run_1/sizes.png
The bar under the picture is 10 um long.
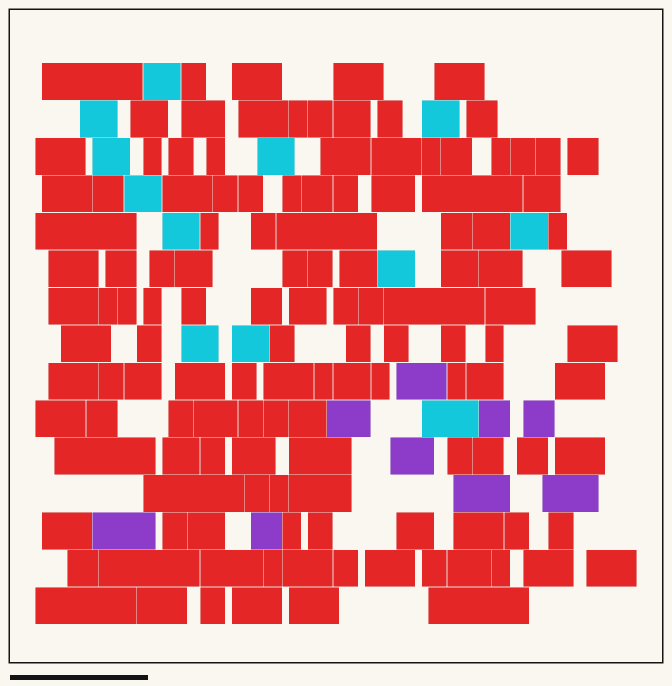
run_1/power_grid.png
The bar under the picture is 10 um long. Pins as bars on the die edge. Tap cells in gray.
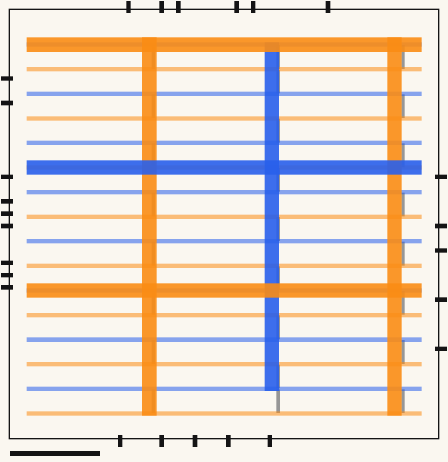
run_1/congestion.png
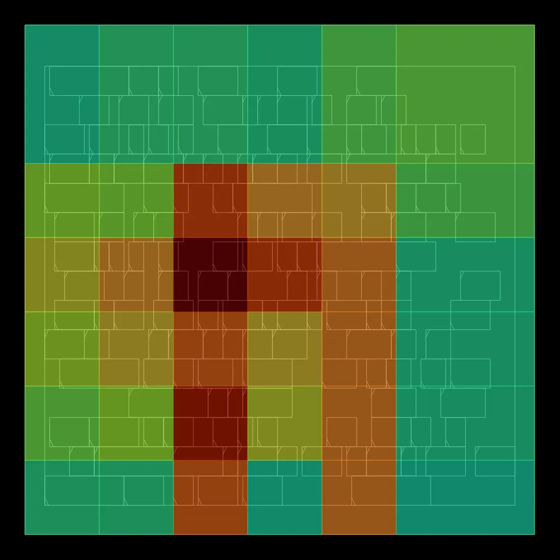
run_1/wires.png
Only two layers are drawn.
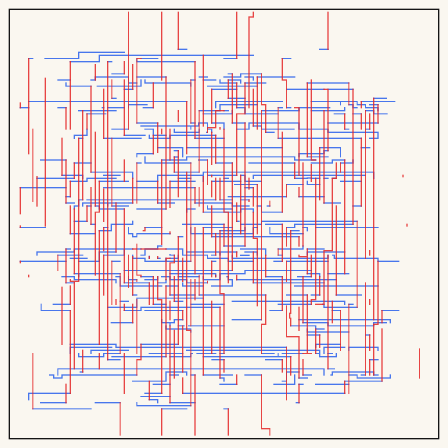
--- config.mk ---
export PLATFORM = sky130hd
export DESIGN_NAME = param_load_counter
export DESIGN_NICKNAME = d
export VERILOG_FILES = /design/src/rtl/param_load_counter.sv
export SDC_FILE = /design/constraint.sdc
export NUM_CORES = 1
export LEC_CHECK = 0
export CORE_MARGIN = 1.5
export CORE_UTILIZATION = 47
export DETAILED_ROUTE_END_ITERATION = 7
export PLACE_DENSITY = 0.8
export SLEW_MARGIN = 5
export SYNTH_ARGS = -nofsm -noshare
export SYNTH_HDL_FRONTEND = slang
export SYNTH_SLANG_ARGS = --single-unit
--- constraint.sdc ---
create_clock -name clk -period 2.5 [get_ports clk]
set_clock_uncertainty 0.15 [all_clocks]
set_input_delay 0.375 -clock clk [delete_from_list [all_inputs] [get_ports clk]]
set_output_delay 0.375 -clock clk [all_outputs]
set_load 0.02 [all_outputs]
--- src/rtl/param_load_counter.sv ---
// Loadable up/down counter with configurable width/modulus, wrap or saturate, tc pulse and sticky ovf.
// Optional feature: define PLC_CAPTURE_EN to add the capture input and cap_val snapshot register.
module param_load_counter #(
  parameter int                WIDTH     = 8,
  parameter logic [WIDTH-1:0]  MAX_VAL   = {WIDTH{1'b1}},
  parameter logic [WIDTH-1:0]  RESET_VAL = '0
) (
  input  logic             clk,
  input  logic             reset,
  input  logic             load,
  input  logic             enable,
  input  logic             up_dn,
  input  logic             sat_mode,
  input  logic [WIDTH-1:0] data,
  input  logic             ovf_clr,
`ifdef PLC_CAPTURE_EN
  input  logic             capture,
  output logic [WIDTH-1:0] cap_val,
`endif
  output logic [WIDTH-1:0] cout,
  output logic             tc,
  output logic             ovf
);

  localparam logic [WIDTH-1:0] ONE  = {{(WIDTH-1){1'b0}}, 1'b1};
  localparam logic [WIDTH-1:0] ZERO = '0;

  logic [WIDTH-1:0] cnt_reg, cnt_next;
  logic             tc_reg, tc_next;
  logic             ovf_reg, ovf_next;
  logic             at_top, at_bot;

  assign at_top = (cnt_reg == MAX_VAL);
  assign at_bot = (cnt_reg == ZERO);

  // Limits are checked before stepping, so the native WIDTH roll-over is never reached
  // when the modulus is smaller than the full range.
  always_comb begin
    cnt_next = cnt_reg;
    tc_next  = 1'b0;
    ovf_next = ovf_reg & ~ovf_clr;
    if (load) begin
      cnt_next = (data > MAX_VAL) ? MAX_VAL : data;
    end else if (enable) begin
      if (up_dn) begin
        if (at_top) begin
          cnt_next = sat_mode ? MAX_VAL : ZERO;
          tc_next  = 1'b1;
          ovf_next = 1'b1;
        end else begin
          cnt_next = cnt_reg + ONE;
        end
      end else begin
        if (at_bot) begin
          cnt_next = sat_mode ? ZERO : MAX_VAL;
          tc_next  = 1'b1;
          ovf_next = 1'b1;
        end else begin
          cnt_next = cnt_reg - ONE;
        end
      end
    end
  end

  always_ff @(posedge clk) begin
    if (reset) begin
      cnt_reg <= RESET_VAL;
      tc_reg  <= 1'b0;
      ovf_reg <= 1'b0;
    end else begin
      cnt_reg <= cnt_next;
      tc_reg  <= tc_next;
      ovf_reg <= ovf_next;
    end
  end

  assign cout = cnt_reg;
  assign tc   = tc_reg;
  assign ovf  = ovf_reg;

`ifdef PLC_CAPTURE_EN
  logic [WIDTH-1:0] cap_reg;

  // Snapshot is the pre-update count, i.e. what cout shows during the capture cycle.
  always_ff @(posedge clk) begin
    if (reset) begin
      cap_reg <= RESET_VAL;
    end else if (capture) begin
      cap_reg <= cnt_reg;
    end
  end

  assign cap_val = cap_reg;
`endif

endmodule

==> impl_metrics.toml, run 1 <==
# yosys + openroad results
[worst_hold_path]
hold_depth = 3
min-delay-start = "ovf"
timing.hold.worst.class = "flop to flop"
timing.hold.worst_endpoint = "ovf"

[yosys]
synth_adder_area_share = 0.0406
synthMostInstantiatedCell = "sky130_fd_sc_hd__a21oi_1"
netlist_logic_family_top = "AND-OR/OR-AND gates"
synth_simple_gate_area_share = 0.250
enable_flop_cells = 0
yosys_most_used_dff = "sky130_fd_sc_hd__dfxtp_1"
post-synth-top-area-cell = "sky130_fd_sc_hd__dfxtp_1"
post_synth_ao_oa_area_fraction = 0.355
top_cell_area_share = 0.217
synth.avg_cell_area_um2 = 7.34
fp_nets = 144
synth-async-reset-ratio = 0
post_synth_mux_area_share = 0.0352
synth.ff_latch_count = 10
netlist_top_cells_area = "sky130_fd_sc_hd__dfxtp_1 (22%), sky130_fd_sc_hd__a21oi_1 (10%), sky130_fd_sc_hd__ha_1 (4.1%)"
postSynthCellCount = 126
synthesis.area_um2 = 925
ys_sh_xor = 0.0284
yosys_warnings = 0
seq_area_frac_synth = 0.217
yosys.cell_types.count = 42
synth-area-yosys_um2 = 925
netlist_top_cells_count = "sky130_fd_sc_hd__a21oi_1 (19), sky130_fd_sc_hd__dfxtp_1 (10), sky130_fd_sc_hd__inv_1 (7), sky130_fd_sc_hd__nor2_1 (7), sky130_fd_sc_hd__o21ai_0 (7)"
ys_cells = 126

[detailed_routing]
drc_violations_left = 0
dr.pass1.iters = 4
detail-route-antenna-nets = 0
via_per_inst = 6.07
iter_0_drt_violations = 43

[critical_path]
worstPathCellList = "inv_1 -> ha_1 -> or3b_2 -> or4_4 -> o21a_1 -> o21a_1 -> o22ai_2"
launch_point_of_the_worst_reg_to_reg_path = "cout[0]"
rr_endpoint = "cout[0]"
cpLargestDelayFamily = "simple AND/OR/NAND/NOR gates"
crit_cells = 7
worst_setup_path_end_kind = "flop"
critPathMaxFanout = 8
cpMaxStageDelayCell = "sky130_fd_sc_hd__or3b_2"
timing.critical_path.arrival_ns = 2.27
worst-r2r-cell-count = 7
crit_path_start_kind = "flop"
timing.critical_path.buf_inv = 1
worst_path_largest_cell_delay_ns = 0.49
crit_required_ns = 2.55
critical_path_most_common_cell = "sky130_fd_sc_hd__o21a_1"
worst-r2r-setup-slack_ns = 0.29
timing.setup.critical_path_class = "flop to flop"

[clock_network]
cts_resized = 0
insertion_delay_ns = 0.27
cts_num_sinks = 10
postCtsHoldBufs = 0
cts.repair_timing.setup_buffer_count = 0
clock_tree.root_cell = "sky130_fd_sc_hd__clkbuf_4"
htree_levels = 1
clkTransAtPathRegs_ns = 0.07
numCtsBuffers = 3
cts_tree = "built"
ctsLongestPathBuffers = 2

[final_layout]
diodes = 0
final_layout_size_suffix_gt1_frac = 0.138
finish.cell_count_without_fillers = 177
nNetsFinal = 172
synthToLayoutAreaGrowth_pct = 33.7
fill_cell_instance_count_of_the_final_layout = 155
largest_reg_flops = 8

[sta]
min_period_over_period = 0.886
finalHoldViolCount = 0
grt_setup_unrepaired = "false"
final.min_clock_period_ns = 2.21
setup_viol_count_final = 0
timing.setup.tns_ns = 0
drv_slew = 0
max_freq_mhz = 452
relSlewSlack = 0.753
tightestPinTransition_ns = 0.370

[floorplanning]
fp-utilization = 0.519
core_region_area_mm2 = 0.00178
die_width_um = 47.4
die_h_um = 47.4
number_of_standard_cell_rows_in_the_floorplan = 15
dieArea_mm2 = 0.00224
io_pins = 25

[placement]
place.detailed.hpwl_mm = 2.09
placedCellCount = 174
placement.io_buffers = 24
finalWeightedCongestion = 0.950

[power]
power_switching_uw = 193
pwr-share-seq = 0.358
combPwrFrac = 0.424
power.clock.fraction = 0.218
power.density_cell_area_mw_per_mm2 = 431
cell_internal_power_uw = 340
power.switching_fraction = 0.362
leakagePower_uw = 0.000452
maximum_vdd_drop_mv = 0.336

[job]
stage_log_warnings = 28
drv_cap = 0

[status]
outcome = "completed"

[grt]
grt_overflow = 0
maximum_number_of_pins_on_one_net_before_global_route_repair = 12
number_of_antenna_violations_at_the_first_check_in_global_routing = 0
first_global_vias = 952
grt_pass1_wl_mm = 4.27
Back to the opening pictures, sizes.png:
_3 and _4 cells: in cyan, cells 12, most used buf_4. _0 and _1 cells: in red, cells 131, most used clkdlybuf4s50_1. _2 cells: in purple, cells 9, most used or2_2.

Back to the opening pictures, power_grid.png:
VSS: in orange. VDD: in blue.
25 signal pins sit on the boundary. 25 tap cells. 3 straps on met4. The core has 15 rows. 16 met1 rails follow the rows.

Back to the opening pictures, congestion.png:
global-route usage over all layers: 0.275
wire per inst: 15.2 um
core utilization of the finished layout: 0.693
global routing usage on met3: 0.0500

Back to the opening pictures, wires.png:
metal 2: in red, wire length 1220 um. metal 1: in blue, wire length 1210 um.
drt total wl: 2.70 mm
total vias in the final route: 1074

[run 1: metrics by stage]
stage                     hold slack [ns]  cell area (um^2)  power (uW)  utilization  setup slack, ns
after floorplan                     0.361               925         336            -            0.290
after global placement              0.433              1210         413        0.681            0.343
after detailed placement            0.451              1210         416        0.681            0.308
after CTS                           0.478              1240         530        0.693            0.297
after global routing                0.539              1240         562        0.693            0.127
final                               0.465              1240         533        0.693            0.286
[run 1: worst max-delay path by stage]
stage / start / endpoint
after floorplan: cout[4] / cout[0]
after global placement: cout[0] / cout[0]
after detailed placement: cout[0] / cout[0]
after CTS: cout[0] / cout[0]
after global routing: cout[0] / cout[5]
final: cout[0] / cout[0]
[run 1: metal layers]
layer,track usage,share of wire
met1,0.368,0.45
met2,0.432,0.45
met3,0.0500,0.087
met4,0.111,0.011
met5,0,0
[run 1: cell usage in the layout (no fill, tap or decap), types with 2 or more instances in the layout]
cell | synthesis | final
sky130_fd_sc_hd__o22ai_1 | 2 | 2
sky130_fd_sc_hd__xor2_1 | 2 | 2
sky130_fd_sc_hd__clkbuf_4 | 0 | 3
sky130_fd_sc_hd__nor2_1 | 7 | 7
sky130_fd_sc_hd__o311a_1 | 3 | 3
sky130_fd_sc_hd__dfxtp_1 | 10 | 10
sky130_fd_sc_hd__buf_4 | 0 | 8
sky130_fd_sc_hd__nand2_1 | 5 | 5
sky130_fd_sc_hd__o21a_1 | 3 | 3
sky130_fd_sc_hd__or2_2 | 3 | 3
sky130_fd_sc_hd__ha_1 | 3 | 3
sky130_fd_sc_hd__o211ai_1 | 2 | 2
sky130_fd_sc_hd__inv_1 | 7 | 7
sky130_fd_sc_hd__o31ai_1 | 3 | 3
sky130_fd_sc_hd__mux2_2 | 2 | 2
sky130_fd_sc_hd__nand3_1 | 5 | 5
sky130_fd_sc_hd__nor3_1 | 4 | 4
sky130_fd_sc_hd__a21oi_1 | 19 | 19
sky130_fd_sc_hd__o21ai_0 | 7 | 7
sky130_fd_sc_hd__or3_1 | 3 | 3
sky130_fd_sc_hd__nand2b_1 | 2 | 2
sky130_fd_sc_hd__nor2b_1 | 3 | 3
sky130_fd_sc_hd__nor3b_1 | 3 | 3
sky130_fd_sc_hd__a211oi_1 | 3 | 3
sky130_fd_sc_hd__clkdlybuf4s50_1 | 0 | 24
[run 1: layout make-up]
cell class	count	area, um^2	area share
Inverter	7	26.3	0.0213
Timing Repair Buffer	32	300	0.243
Clock buffer	3	22.5	0.0182
Tap cell	25	31.3	0.0253
Multi-Input combinational cell	100	656	0.530
Sequential cell	10	200	0.162
[run 1: power by group through the flow]
stage	registers (uW)	logic, uW	clock network [uW]
after floorplan	201	135	0
after CTS	190	223	116
after detailed placement	194	222	0
after global placement	194	219	0
final	191	226	116
after global routing	193	245	124
[run 1: worst register-to-register path: stages (launching register included)]
cell                      delay (ns)
sky130_fd_sc_hd__dfxtp_1        0.37
sky130_fd_sc_hd__inv_1          0.12
sky130_fd_sc_hd__ha_1           0.19
sky130_fd_sc_hd__or3b_2         0.49
sky130_fd_sc_hd__or4_4          0.44
sky130_fd_sc_hd__o21a_1         0.15
sky130_fd_sc_hd__o21a_1         0.12
sky130_fd_sc_hd__o22ai_2        0.12
==> run 2, diff against run 1 <==
- PLACE_DENSITY: 0.8 -> unset
- PLACE_DENSITY_LB_ADDON: unset -> 0.15
==> impl_metrics.toml, run 2 <==
# yosys + openroad results
[detailed_routing]
detail-route-antenna-nets = 0
dr.pass1.iters = 6
detail_route_met2_wl_mm = 1.32
drc_violations_left = 0
met1_wire_length_mm = 1.08
route.met3.wl_um = 261
via_per_inst = 6.40
route.final.wire_length_mm = 2.72
top_signal_layer_used = "met4"
detailroute.via_count = 1126
iter_0_drt_violations = 63

[critical_path]
critPathMaxFanout = 8
cpMaxStageDelayCell = "sky130_fd_sc_hd__or4b_2"
worst_setup_path_end_kind = "flop"
timing.setup.critical_path_class = "flop to flop"
worstPathCellList = "inv_1 -> ha_1 -> or3b_2 -> or4b_2 -> a21oi_1 -> o31ai_1 -> a21oi_1"
crit_required_ns = 2.56
critical_path_most_common_cell = "sky130_fd_sc_hd__a21oi_1"
crit_path_start_kind = "flop"
timing.critical_path.arrival_ns = 2.44
worst_path_largest_cell_delay_ns = 0.59

[yosys]
fp_nets = 144
post-synth-top-area-cell = "sky130_fd_sc_hd__dfxtp_1"
ys_cells = 126
yosys_warnings = 0
seq_area_frac_synth = 0.217
synth.ff_latch_count = 10
netlist_top_cells_count = "sky130_fd_sc_hd__a21oi_1 (19), sky130_fd_sc_hd__dfxtp_1 (10), sky130_fd_sc_hd__inv_1 (7), sky130_fd_sc_hd__nor2_1 (7), sky130_fd_sc_hd__o21ai_0 (7)"
synth.avg_cell_area_um2 = 7.34
netlist_top_cells_area = "sky130_fd_sc_hd__dfxtp_1 (22%), sky130_fd_sc_hd__a21oi_1 (10%), sky130_fd_sc_hd__ha_1 (4.1%)"
yosys.cell_types.count = 42
top_cell_area_share = 0.217
postSynthCellCount = 126
synth-async-reset-ratio = 0
synth-area-yosys_um2 = 925
synthMostInstantiatedCell = "sky130_fd_sc_hd__a21oi_1"
enable_flop_cells = 0
synthesis.area_um2 = 925
yosys_most_used_dff = "sky130_fd_sc_hd__dfxtp_1"

[clock_network]
clkTransAtPathRegs_ns = 0.08
ctsLongestPathBuffers = 2
postCtsHoldBufs = 0
insertion_delay_ns = 0.28
htree_levels = 1
cts_tree = "built"
cts.repair_timing.setup_buffer_count = 0
cts_num_sinks = 10
numCtsBuffers = 3
cts_resized = 0
clock_tree.root_cell = "sky130_fd_sc_hd__clkbuf_4"

[job]
drv_cap = 0
stage_log_warnings = 28

[sta]
final.min_clock_period_ns = 2.38
relSlewSlack = 0.710
min_period_over_period = 0.953
max_freq_mhz = 420
timing.setup.tns_ns = 0
drv_slew = 0
finalHoldViolCount = 0
tightestPinTransition_ns = 0.433
setup_viol_count_final = 0
grt_setup_unrepaired = "false"

[final_layout]
nNetsFinal = 170
finish.utilization = 0.693
final_layout_top_logic_cells = "sky130_fd_sc_hd__clkdlybuf4s50_1 (24), sky130_fd_sc_hd__a21oi_1 (19), sky130_fd_sc_hd__dfxtp_1 (10)"
largest_reg_flops = 8
most_frequent_standard_cell_in_the_layout_excluding_fill_and_tap_cells = "sky130_fd_sc_hd__clkdlybuf4s50_1"
final_layout_size_suffix_gt1_frac = 0.132
diodes = 0

[grt]
number_of_antenna_violations_at_the_first_check_in_global_routing = 0
maximum_number_of_pins_on_one_net_before_global_route_repair = 14
first_global_vias = 977
grt_util_all_layers = 0.281
grt_overflow = 0
grt_pass1_wl_mm = 4.44

[floorplanning]
core_region_area_mm2 = 0.00178
die_h_um = 47.4
io_pins = 25
fp-utilization = 0.519
die_width_um = 47.4
dieArea_mm2 = 0.00224
number_of_standard_cell_rows_in_the_floorplan = 15

[placement]
place.detailed.hpwl_mm = 2.05
placement.io_buffers = 24
finalWeightedCongestion = 1.01

[worst_hold_path]
timing.hold.worst.class = "flop to flop"

[power]
maximum_vdd_drop_mv = 0.437
design_power_total_uw = 573
power.density_cell_area_mw_per_mm2 = 464
leakagePower_uw = 0.000450

[status]
outcome = "completed"
[run 2: cell counts after synthesis]
No cell type changed its count.
[run 2: area by class of cell]
cell class,instances,area [um^2]
flip-flops and latches,10,200
fillers,146,548
well taps,25,31.3
clock buffers,4,36.3
repair buffers,30,285
multi-input cells,100,656
inverters,7,26.3
[run 2: final timing paths]
kind	depth (start not counted)	end	slack, ns	startpoint
worst min-delay path	3	ovf	0.48	ovf
worst max register to register	7	cout[5]	0.12	cout[0]
worst max-delay path	7	cout[5]	0.12	cout[0]
worst min register to register	3	ovf	0.48	ovf
[run 2: worst max-delay path, delay by kind of cell, from the launching register on]
| kind | cells | cell delay, ns |
|---|---|---|
| AOI/OAI and AO/OA | 3 | 0.43 |
| and+or+nand+nor | 2 | 0.84 |
| buffers and inverters | 1 | 0.13 |
| DFF | 1 | 0.50 |
| adders and majority gates | 1 | 0.25 |
[run 2: cells by family (layout without fill, tap and decap cells)]
kind of cell | Yosys count | count (layout) | share of synthesized area
AOI/OAI and AO/OA | 50 | 50 | 0.355
adders and majority gates | 3 | 3 | 0.0406
muxes | 3 | 3 | 0.0352
DFF | 10 | 10 | 0.217
xor gates and xnor gates | 3 | 3 | 0.0284
buffers and inverters | 16 | 41 | 0.0744
and+or+nand+nor | 41 | 41 | 0.250
[run 2: layer usage]
layer | GRT usage | vias to the layer above
met5 | 0 | -
met4 | 0.117 | 0
met3 | 0.0577 | 11
met2 | 0.446 | 72
met1 | 0.367 | 519
li1 | - | 524
[run 2: through the flow]
| step | std cells | instance area [um^2] | hold WS [ns] | setup slack, ns |
|---|---|---|---|---|
| after floorplan | 126 | 925 | 0.361 | 0.290 |
| after global placement | 172 | 1200 | 0.440 | 0.228 |
| after detailed placement | 172 | 1200 | 0.445 | 0.181 |
| after CTS | 176 | 1230 | 0.478 | 0.145 |
| after global routing | 176 | 1230 | 0.502 | 0.00389 |
| final | 176 | 1230 | 0.476 | 0.118 |
[run 2: power by group]
part           leakage [uW]  switching (uW)  internal, uW  total (uW)
clock network     0.0000210            69.3          88.6         158
logic              0.000347             114           111         225
registers         0.0000823            19.4           171         190
run_2/congestion.png
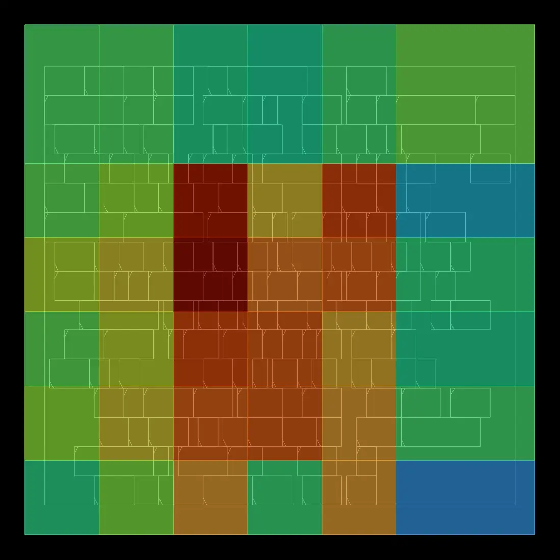
wire per inst: 15.4 um
busiest grt layer: met2

run_2/sizes.png
The bar under the picture is 10 um long.
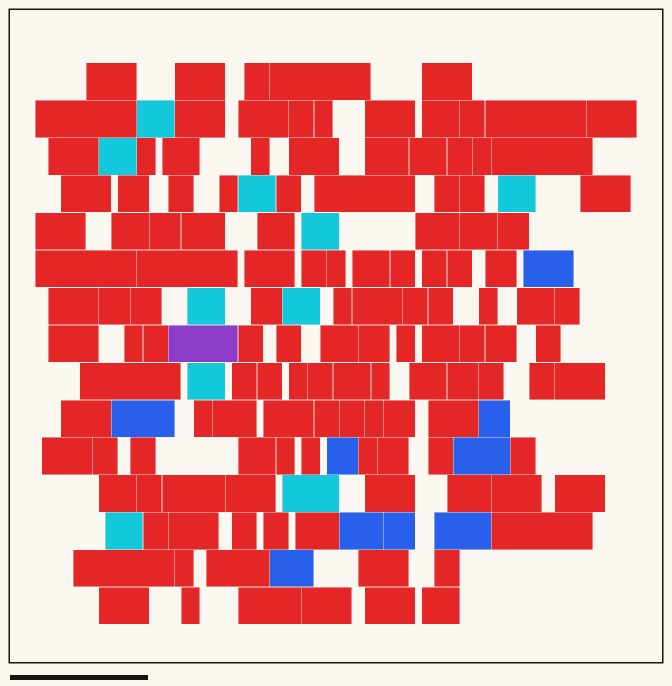
non-clock buffer count in the final layout: 30
minimum setup slack in the final design: 0.118 ns
Finished Cell Area: 0.00123 mm^2
area grow syn2layout: 33.6%

==> run 3, diff against run 2 <==
- CORE_UTILIZATION: 47 -> 43
- SKIP_LAST_GASP: unset -> 1
- SLEW_MARGIN: 5 -> unset
- clock period: 2.5 -> 2.1 ns (I/O delays scaled with it)
run_3/detail.png
Region (24, 0) to (49, 25) um. Cells in gray, sequential cells in the stronger gray; small squares are vias.
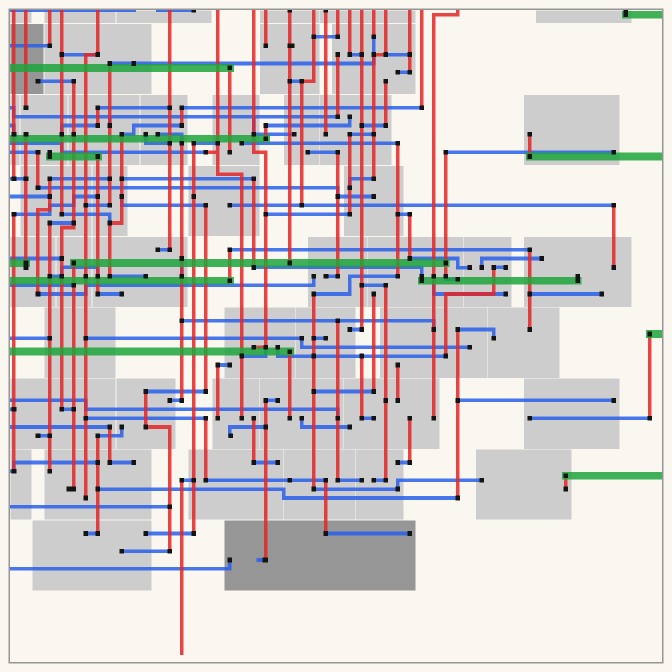
metal 2: in red. metal 1: in blue. metal 3: in green.
Netlist names of flops here include cout (1). 39 logic cells have their middle in the window. Sequential cells in the window: 1. Most frequent: buf_4 (6), clkdlybuf4s50_1 (4), o21ai_0 (3).

run_3/power_grid.png
The bar under the picture is 10 um long. Pins as bars on the die edge. Tap cells in gray.
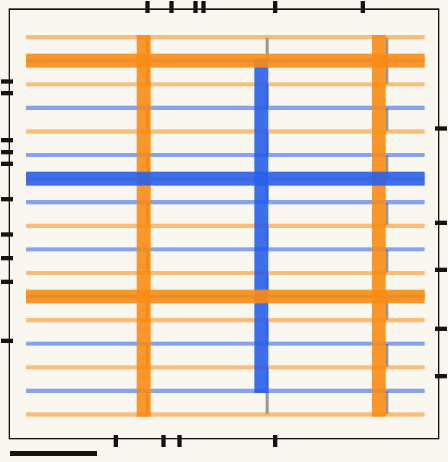
VDD: in blue. VSS: in orange.
3 straps on met4. 17 met1 rails follow the rows. 25 signal pins sit on the boundary. The core has 16 rows. 27 tap cells.

==> impl_metrics.toml, run 3 <==
# yosys + openroad results
[clock_network]
ctsLongestPathBuffers = 2
clock_tree.root_cell = "sky130_fd_sc_hd__clkbuf_4"
insertion_delay_ns = 0.27
cts.repair_timing.setup_buffer_count = 0
clkTransAtPathRegs_ns = 0.08
postCtsHoldBufs = 0
cts_tree = "built"
numCtsBuffers = 3
htree_levels = 1
cts_num_sinks = 10

[yosys]
yosys_warnings = 0
ys_sh_xor = 0.0284
seq_area_frac_synth = 0.217
synth.avg_cell_area_um2 = 7.34
netlist_top_cells_area = "sky130_fd_sc_hd__dfxtp_1 (22%), sky130_fd_sc_hd__a21oi_1 (10%), sky130_fd_sc_hd__ha_1 (4.1%)"
synthMostInstantiatedCell = "sky130_fd_sc_hd__a21oi_1"
ys_cells = 126
post_synth_mux_area_share = 0.0352
netlist_logic_family_top = "AND-OR/OR-AND gates"
enable_flop_cells = 0
post_synth_ao_oa_area_fraction = 0.355
synthesis.area_um2 = 925
top_cell_area_share = 0.217
synth.ff_latch_count = 10
synth-area-yosys_um2 = 925
synth_adder_area_share = 0.0406
synth_simple_gate_area_share = 0.250
yosys.cell_types.count = 42
yosys_most_used_dff = "sky130_fd_sc_hd__dfxtp_1"
synth-async-reset-ratio = 0
postSynthCellCount = 126
fp_nets = 144
post-synth-top-area-cell = "sky130_fd_sc_hd__dfxtp_1"
netlist_top_cells_count = "sky130_fd_sc_hd__a21oi_1 (19), sky130_fd_sc_hd__dfxtp_1 (10), sky130_fd_sc_hd__inv_1 (7), sky130_fd_sc_hd__nor2_1 (7), sky130_fd_sc_hd__o21ai_0 (7)"

[grt]
grt_util_all_layers = 0.274
grt_overflow = 0
number_of_antenna_violations_at_the_first_check_in_global_routing = 0
maximum_number_of_pins_on_one_net_before_global_route_repair = 13
first_global_vias = 1080
grt_pass1_wl_mm = 5.06

[final_layout]
most_frequent_standard_cell_in_the_layout_excluding_fill_and_tap_cells = "sky130_fd_sc_hd__clkdlybuf4s50_1"
finish.utilization = 0.693
layout.area.comb_um2 = 667
diodes = 0
largest_reg_flops = 8
nNetsFinal = 188
final_layout_size_suffix_gt1_frac = 0.254
final_layout_top_logic_cells = "sky130_fd_sc_hd__clkdlybuf4s50_1 (24), sky130_fd_sc_hd__buf_4 (23), sky130_fd_sc_hd__a21oi_1 (19)"
finalInstanceArea_mm2 = 0.00139
area_taken_by_flip_flops_and_latches_um2 = 210
fill_cell_instance_count_of_the_final_layout = 173
synthToLayoutAreaGrowth_pct = 50.1

[floorplanning]
die_h_um = 49.4
die_width_um = 49.4
io_pins = 25
dieArea_mm2 = 0.00244
number_of_standard_cell_rows_in_the_floorplan = 16
fp-utilization = 0.462
core_region_area_mm2 = 0.00200

[critical_path]
critical_path_most_common_cell = "sky130_fd_sc_hd__or4_4"
worst_setup_path_end_kind = "flop"
timing.critical_path.buf_inv = 0
launch_point_of_the_worst_reg_to_reg_path = "cout[4]"
timing.critical_path.arrival_ns = 2.12
worstPathCellList = "or4_4 -> or4_4 -> o21ai_2 -> o31ai_1 -> a21oi_1"
crit_path_start_kind = "flop"
crit_required_ns = 2.16
cpLargestDelayFamily = "simple AND/OR/NAND/NOR gates"
worst_path_largest_cell_delay_ns = 0.55
critPathMaxFanout = 4
timing.setup.critical_path_class = "flop to flop"
cp-startpoint = "cout[4]"
cpMaxStageDelayCell = "sky130_fd_sc_hd__or4_4"

[power]
cell_internal_power_uw = 451
power.density_cell_area_mw_per_mm2 = 503
leakagePower_uw = 0.000538
maximum_vdd_drop_mv = 0.371
combPwrFrac = 0.475
design_power_total_uw = 698
power.clock.fraction = 0.216
power.switching_fraction = 0.354
power_switching_uw = 247
pwr-share-seq = 0.309

[sta]
min_period_over_period = 0.983
final.min_clock_period_ns = 2.06
grt_setup_unrepaired = "true"
holdWs_ns = 0.458
max_freq_mhz = 484
final_critical_path_setup_slack_ns = 0.0356
drv_slew = 0
setup_viol_count_final = 0
tightestPinTransition_ns = 0.307
finalHoldViolCount = 0
relSlewSlack = 0.795

[detailed_routing]
route.final.wire_length_mm = 3.11
drt-wirelength-per-cell_um = 15.9
via_per_inst = 6.04
detailroute.via_count = 1183
detail-route-antenna-nets = 0
dr.pass1.iters = 4
drc_violations_left = 0
iter_0_drt_violations = 47

[worst_hold_path]
min-delay-start = "data[6]"
timing.hold.worst.class = "primary input to flop"

[placement]
finalWeightedCongestion = 0.944
pre_cts_ws_ns = -0.0130
place.detailed.hpwl_mm = 2.41
placement.io_buffers = 24
placed_area_mm2 = 0.00134

[status]
outcome = "completed"

[job]
stage_log_warnings = 31
drv_cap = 0
-- run 3: cell counts after synthesis --
No cell type changed its count.
-- run 3: cell families (layout without fill, tap and decap cells) --
logic type               after synthesis  in the layout
AND-OR/OR-AND                         50             50
AND/OR/NAND/NOR                       41             41
buffers and inverters                 16             59
flip-flops                            10             10
adder cells (fa/ha/maj)                3              3
XOR/XNOR                               3              3
multiplexers                           3              3
-- run 3: final timing paths --
check	end	slack, ns	cells past startpoint
setup reg to reg	cout[5]	0.04	5
hold reg to reg	ovf	0.47	3
hold / removal	cout[6]	0.46	3
setup / recovery	cout[5]	0.04	5
-- run 3: what timing repair did --
action,CTS,global route
endpoints found under the setup margin,2,8
resized,1,5
pin swaps,0,5
-- run 3: worst register-to-register path: cells and delay by family, from the launching register on --
kind,cells,cell delay [ns]
AND/OR/NAND/NOR,2,1.09
flip-flops,1,0.36
AND-OR/OR-AND,3,0.40
-- run 3: layout make-up --
| cell class | count | share of cell area |
|---|---|---|
| inverters | 7 | 0.0189 |
| repair buffers | 48 | 0.306 |
| multi-input cells | 100 | 0.481 |
| well taps | 27 | 0.0243 |
| clock buffers | 4 | 0.0189 |
| flip-flops and latches | 10 | 0.151 |
-- run 3: routing by layer --
| metal | part of all wire | wire length (um) | vias up | global-route usage |
|---|---|---|---|---|
| li1 | - | - | 561 | - |
| met1 | 0.44 | 1380 | 554 | 0.373 |
| met5 | 0 | 0 | - | 0 |
| met3 | 0.070 | 217 | 6 | 0.0429 |
| met2 | 0.47 | 1480 | 62 | 0.439 |
| met4 | 0.011 | 35 | 0 | 0.0926 |
-- run 3: power groups by stage --
stage                     clock network, uW  logic (uW)  registers [uW]
after floorplan                           0         163             240
after global placement                    0         312             219
after detailed placement                  0         317             219
after CTS                               152         320             215
after global routing                    160         357             218
final                                   151         331             216
-- run 3: metrics by stage --
stage          TNS (ns)  cells
6_report              0    196
5_1_grt         -0.0327    196
4_1_cts         -0.0153    196
3_5_place_dp    -0.0130    192
3_3_place_gp          0    192
2_1_floorplan    -0.126    126
Power figures rest on the tool's default switching activity, not on a simulated workload.
